### Close-up of the layout

Region (75, 75) to (100, 100) um. Cells in grey, sequential cells in the stronger grey; small squares are vias.
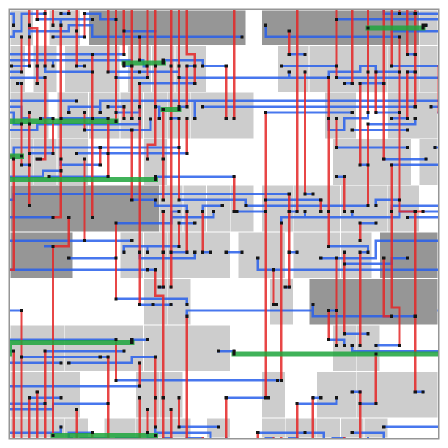
### Clock nets

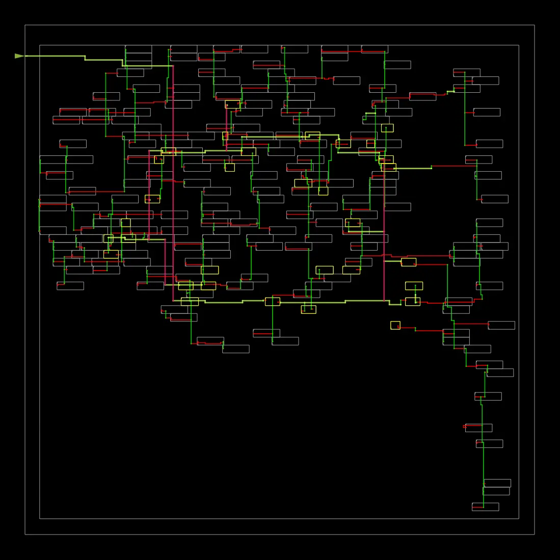
### Placement density heat map

Scale: 1.5 px per um. 18 x 18 tiles, from black (low) to pale yellow (high), 0 to 100% covered.
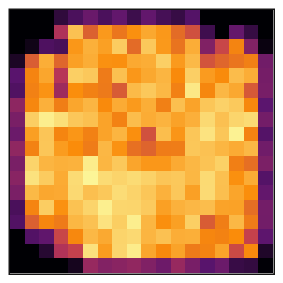
**src/rtl/alarm_user_ctrl.sv**
```systemverilog
// Button front-end for the alarm clock: debounce, menu FSM, time/alarm writes, off/snooze strobes.
// Optional hold-to-repeat on up/down while editing: define ALARM_AUTOREPEAT_EN.
module alarm_user_ctrl #(
   parameter int unsigned ALARMS_CNT      = 7,
   parameter int unsigned DEBOUNCE_CYCLES = 1_000_000,
   parameter int unsigned LONG_CYCLES     = 50_000_000,
   parameter int unsigned REPEAT_CYCLES   = 10_000_000,
   parameter int unsigned TIMEOUT_CYCLES  = 500_000_000
) (
   input  logic                  clk_i,
   input  logic                  rst_i,
   input  logic                  btn_mode_i,
   input  logic                  btn_ok_i,
   input  logic                  btn_up_i,
   input  logic                  btn_down_i,
   input  logic [31:0]           cur_posix_time_i,
   input  logic [4:0]            cur_hour_i,
   input  logic [5:0]            cur_min_i,
   input  logic [5:0]            cur_sec_i,
   output logic [31:0]           usr_posix_time_o,
   output logic                  usr_posix_time_en_o,
   output logic [ALARMS_CNT-1:0] alarm_set_en_o,
   output logic                  alarm_off_stb_o,
   output logic                  alarm_snooze_stb_o,
   output logic [1:0]            edit_state_o,
   output logic [2:0]            edit_target_o,
   output logic [4:0]            edit_hour_o,
   output logic [5:0]            edit_min_o
);

   localparam int unsigned DBW = $clog2(DEBOUNCE_CYCLES + 1);
   localparam int unsigned TOW = $clog2(TIMEOUT_CYCLES + 1);

   typedef enum logic [2:0] {S_IDLE, S_SEL, S_HOUR, S_MIN, S_COMMIT} state_t;

   state_t                r_state, w_state_nx;
   logic [3:0]            w_raw, r_sync1, r_sync2, r_stable, r_press;
   logic [DBW-1:0]        r_db_cnt [4];
   logic [TOW-1:0]        r_to_cnt;
   logic [2:0]            r_target, w_target_nx;
   logic [4:0]            r_hour, w_hour_nx;
   logic [5:0]            r_min, w_min_nx;
   logic [31:0]           r_usr_time, w_usr_time_nx, w_commit_val;
   logic                  r_wr_en, w_wr_en_nx, r_off, w_off_nx, r_snz, w_snz_nx;
   logic [ALARMS_CNT-1:0] r_alarm_en, w_alarm_en_nx;
   logic [1:0]            w_rep;
   logic                  w_editing, w_up_any, w_dn_any, w_any_ev, w_timeout;
   logic                  w_ev_mode, w_ev_ok, w_ev_up, w_ev_dn;
   logic signed [32:0]    w_edit_min, w_cur_min, w_d, w_d_adj;

   assign w_raw = {btn_down_i, btn_up_i, btn_ok_i, btn_mode_i};

   // A level is accepted only after DEBOUNCE_CYCLES consecutive samples differ from it.
   always_ff @(posedge clk_i or negedge rst_i) begin
      if (!rst_i) begin
         r_sync1  <= '0;
         r_sync2  <= '0;
         r_stable <= '0;
         r_press  <= '0;
         for (int unsigned i = 0; i < 4; i++) r_db_cnt[i] <= '0;
      end else begin
         r_sync1 <= w_raw;
         r_sync2 <= r_sync1;
         r_press <= '0;
         for (int unsigned i = 0; i < 4; i++) begin
            if (r_sync2[i] == r_stable[i]) begin
               r_db_cnt[i] <= '0;
            end else if (r_db_cnt[i] == DBW'(DEBOUNCE_CYCLES - 1)) begin
               r_db_cnt[i] <= '0;
               r_stable[i] <= r_sync2[i];
               r_press[i]  <= r_sync2[i];
            end else begin
               r_db_cnt[i] <= r_db_cnt[i] + DBW'(1);
            end
         end
      end
   end

   assign w_editing = (r_state == S_HOUR) || (r_state == S_MIN);

`ifdef ALARM_AUTOREPEAT_EN
   localparam int unsigned LW = $clog2(LONG_CYCLES + 1);
   logic [LW-1:0] r_hold_cnt [2];

   always_comb begin
      for (int unsigned i = 0; i < 2; i++)
         w_rep[i] = r_stable[2+i] && w_editing && (r_hold_cnt[i] == LW'(LONG_CYCLES));
   end

   // Reload so the next repeat lands exactly REPEAT_CYCLES later.
   always_ff @(posedge clk_i or negedge rst_i) begin
      if (!rst_i) begin
         for (int unsigned i = 0; i < 2; i++) r_hold_cnt[i] <= '0;
      end else begin
         for (int unsigned i = 0; i < 2; i++) begin
            if (!r_stable[2+i] || !w_editing) r_hold_cnt[i] <= '0;
            else if (w_rep[i])                r_hold_cnt[i] <= LW'(LONG_CYCLES - REPEAT_CYCLES + 1);
            else                              r_hold_cnt[i] <= r_hold_cnt[i] + LW'(1);
         end
      end
   end
`else
   assign w_rep = '0;
`endif

   assign w_up_any  = r_press[2] | w_rep[0];
   assign w_dn_any  = r_press[3] | w_rep[1];
   assign w_ev_mode = r_press[0];
   assign w_ev_ok   = r_press[1] & ~r_press[0];
   assign w_ev_up   = w_up_any & ~r_press[0] & ~r_press[1];
   assign w_ev_dn   = w_dn_any & ~r_press[0] & ~r_press[1] & ~w_up_any;
   assign w_any_ev  = r_press[0] | r_press[1] | w_up_any | w_dn_any;
   assign w_timeout = (r_to_cnt == TOW'(TIMEOUT_CYCLES));

   assign w_edit_min = $signed({28'd0, r_hour}) * 33'sd60 + $signed({27'd0, r_min});
   assign w_cur_min  = $signed({28'd0, cur_hour_i}) * 33'sd60 + $signed({27'd0, cur_min_i});
   assign w_d        = (w_edit_min - w_cur_min) * 33'sd60 - $signed({27'd0, cur_sec_i});
   assign w_d_adj    = ((r_target != 3'd0) && (w_d <= 33'sd0)) ? w_d + 33'sd86400 : w_d;
   assign w_commit_val = 32'($unsigned(w_d_adj) + {1'b0, cur_posix_time_i});

   always_comb begin
      w_state_nx    = r_state;
      w_target_nx   = r_target;
      w_hour_nx     = r_hour;
      w_min_nx      = r_min;
      w_usr_time_nx = r_usr_time;
      w_wr_en_nx    = 1'b0;
      w_alarm_en_nx = '0;
      w_off_nx      = 1'b0;
      w_snz_nx      = 1'b0;
      case (r_state)
         S_IDLE: begin
            if (w_ev_mode) begin
               w_state_nx  = S_SEL;
               w_target_nx = '0;
            end else if (w_ev_ok) w_off_nx = 1'b1;
            else if (w_ev_up || w_ev_dn) w_snz_nx = 1'b1;
         end
         S_SEL: begin
            if (w_ev_mode) w_state_nx = S_IDLE;
            else if (w_ev_ok) begin
               w_state_nx = S_HOUR;
               w_hour_nx  = cur_hour_i;
               w_min_nx   = cur_min_i;
            end
            else if (w_ev_up) w_target_nx = (r_target == 3'(ALARMS_CNT)) ? 3'd0 : r_target + 3'd1;
            else if (w_ev_dn) w_target_nx = (r_target == 3'd0) ? 3'(ALARMS_CNT) : r_target - 3'd1;
            else if (w_timeout) w_state_nx = S_IDLE;
         end
         S_HOUR: begin
            if (w_ev_mode) w_state_nx = S_IDLE;
            else if (w_ev_ok) w_state_nx = S_MIN;
            else if (w_ev_up) w_hour_nx = (r_hour == 5'd23) ? 5'd0 : r_hour + 5'd1;
            else if (w_ev_dn) w_hour_nx = (r_hour == 5'd0) ? 5'd23 : r_hour - 5'd1;
            else if (w_timeout) w_state_nx = S_IDLE;
         end
         S_MIN: begin
            if (w_ev_mode) w_state_nx = S_HOUR;
            else if (w_ev_ok) w_state_nx = S_COMMIT;
            else if (w_ev_up) w_min_nx = (r_min == 6'd59) ? 6'd0 : r_min + 6'd1;
            else if (w_ev_dn) w_min_nx = (r_min == 6'd0) ? 6'd59 : r_min - 6'd1;
            else if (w_timeout) w_state_nx = S_IDLE;
         end
         S_COMMIT: begin
            w_state_nx    = S_IDLE;
            w_usr_time_nx = w_commit_val;
            if (r_target == 3'd0) w_wr_en_nx = 1'b1;
            else w_alarm_en_nx = {{(ALARMS_CNT-1){1'b0}}, 1'b1} << (r_target - 3'd1);
         end
         default: w_state_nx = S_IDLE;
      endcase
   end

   always_ff @(posedge clk_i or negedge rst_i) begin
      if (!rst_i) begin
         r_state    <= S_IDLE;
         r_target   <= '0;
         r_hour     <= '0;
         r_min      <= '0;
         r_usr_time <= '0;
         r_wr_en    <= 1'b0;
         r_alarm_en <= '0;
         r_off      <= 1'b0;
         r_snz      <= 1'b0;
         r_to_cnt   <= '0;
      end else begin
         r_state    <= w_state_nx;
         r_target   <= w_target_nx;
         r_hour     <= w_hour_nx;
         r_min      <= w_min_nx;
         r_usr_time <= w_usr_time_nx;
         r_wr_en    <= w_wr_en_nx;
         r_alarm_en <= w_alarm_en_nx;
         r_off      <= w_off_nx;
         r_snz      <= w_snz_nx;
         if ((r_state == S_IDLE) || w_any_ev || w_timeout) r_to_cnt <= '0;
         else r_to_cnt <= r_to_cnt + TOW'(1);
      end
   end

   always_comb begin
      case (r_state)
         S_SEL:            edit_state_o = 2'd1;
         S_HOUR:           edit_state_o = 2'd2;
         S_MIN, S_COMMIT:  edit_state_o = 2'd3;
         default:          edit_state_o = 2'd0;
      endcase
   end

   assign usr_posix_time_o    = r_usr_time;
   assign usr_posix_time_en_o = r_wr_en;
   assign alarm_set_en_o      = r_alarm_en;
   assign alarm_off_stb_o     = r_off;
   assign alarm_snooze_stb_o  = r_snz;
   assign edit_target_o       = r_target;
   assign edit_hour_o         = r_hour;
   assign edit_min_o          = r_min;

endmodule

```
**config.mk**
```make
export PLATFORM = sky130hd
export DESIGN_NAME = alarm_user_ctrl
export DESIGN_NICKNAME = d
export VERILOG_FILES = /design/src/rtl/alarm_user_ctrl.sv
export SDC_FILE = /design/constraint.sdc
export NUM_CORES = 1
export LEC_CHECK = 0
export ABC_AREA = 1
export CAP_MARGIN = 20
export CORE_MARGIN = 5
export CORE_UTILIZATION = 55
export CTS_BUF_LIST = sky130_fd_sc_hd__clkbuf_8
export CTS_CLUSTER_SIZE = 10
export DETAILED_ROUTE_END_ITERATION = 8
export PLACE_DENSITY_LB_ADDON = 0.3
export SLEW_MARGIN = 20
export SYNTH_ARGS = -nofsm -noshare
export SYNTH_HDL_FRONTEND = slang
export SYNTH_SLANG_ARGS = --single-unit
```
**constraint.sdc**
```tcl
create_clock -name clk_i -period 12.35 [get_ports clk_i]
set_input_delay 3.705 -clock clk_i [delete_from_list [all_inputs] [get_ports clk_i]]
set_output_delay 3.705 -clock clk_i [all_outputs]
set_load 0.05 [all_outputs]
```
==> summary.txt <==
Implementation results are summarized by area below.

Finish
The combinational gate area is 10400 sq um. The buffer count excluding the clock tree in the final layout is 357. The number of diodes is 0. The layout overhead on the synthesized area is 33.9%.

The final standard cell area without fillers is 20200 sq um. The number of multi-input combinational cells in the layout is 1465. Once layout is complete, the utilization of the core stands at 74.9%.

The final-stage net count is 2625. The most flop-heavy register is r_db_cnt. The clock-cell share of area is 2.02%. The number of filler cells placed in the layout is 1885.

Detailed routing
The remaining antenna violation count is 0. The via count is 14800. Dividing the detail-routed wire length by the instance count gives 15.2 um.

The post-route DRC violation count is 0. The total met3 wirelength after detailed routing is 2030 um.

Die
The boundary pin count is 113. The total number of placement rows is 60.

Placement
Per the placement log, port buffering inserted 112 buffers. The placer congestion estimate is 0.923. Summed over all nets, the half-perimeter wirelength after detailed placement is 29900 um. The worst slack after detailed placement is -1.03 ns.

Worst hold path
For the worst min-delay path, the startpoint reported by OpenROAD is r_sync1[0]. The endpoint of the worst hold-timing path is r_sync2[0].

Global routing
The number of antenna violations at the first check in global routing was 0. Recorded from the global router log, the overflow total was 0. The first-pass GRT wire length is 65600 um.

Setup path
The path length in cells of the critical path is 51. Counting both buffers and inverters, the worst setup path holds a total of 12. The type of the worst setup path is primary input to register. The timing report shows the most common cell along the critical path to be nand2_2. The capture point of the worst register-to-register path is recorded as usr_posix_time_o[26]. The cell with the largest stage delay on the worst path is fa_1.

Clocking
The longest clock path from root to sink contains 2 buffers. Per the post-CTS timing run, clock transition at the registers of the reported paths is 0.12 ns.

Flow run
The logs give a warning total of 56.

Logic synthesis
Summing the areas of all fa, ha and maj instances in the mapped netlist gives 17.4% of the synthesized area. The synthesized cell area is 15100 sq um. Among the non-sequential cells, simple AND/OR/NAND/NOR gates take the most area. The flop and latch count out of synthesis is 184. The prevailing post-synth register cell is dfrtp_1. The most instantiated library cell after synthesis is nand2_1. The top cell type by area accounts for 30.5% of the synthesized area. After synthesis, the cell types taking the most area are dfrtp_1 (31%), ha_1 (12%), nand2_1 (9.9%). Per the post-synthesis report, the number of cells in the design is 2030.

Yosys reported that registers with async set or reset make up 100%.

STA
In the final report, the number of hold violations comes to 0. Setup repair after global routing could not meet its margin everywhere. For reference, the final report shows the max-slew violation count at 0. The final critical-path share of the clock period is 99.1%.

The final worst slack is 0.113 ns.

Outcome
The run finished with clean final reports.
-- 'Close-up of the layout' (at the start) --
- met3: green
- met1: blue
- met2: red
- cells with their middle in the window: 59
- sequential cells in the window: 4
- most frequent: nor2_1 (11), inv_1 (10), o21ai_0 (6)

-- 'Clock nets' (at the start) --
flip-flop and latch count: 184
CTS sink count: 184
CTS Buf Count: 17
clock buffers: 17

-- 'Placement density heat map' (at the start) --
- nearly empty tiles: 6.8%
- fullest tile: 98%
- mean over tiles: 64%
- tiles over 75% full: 54%

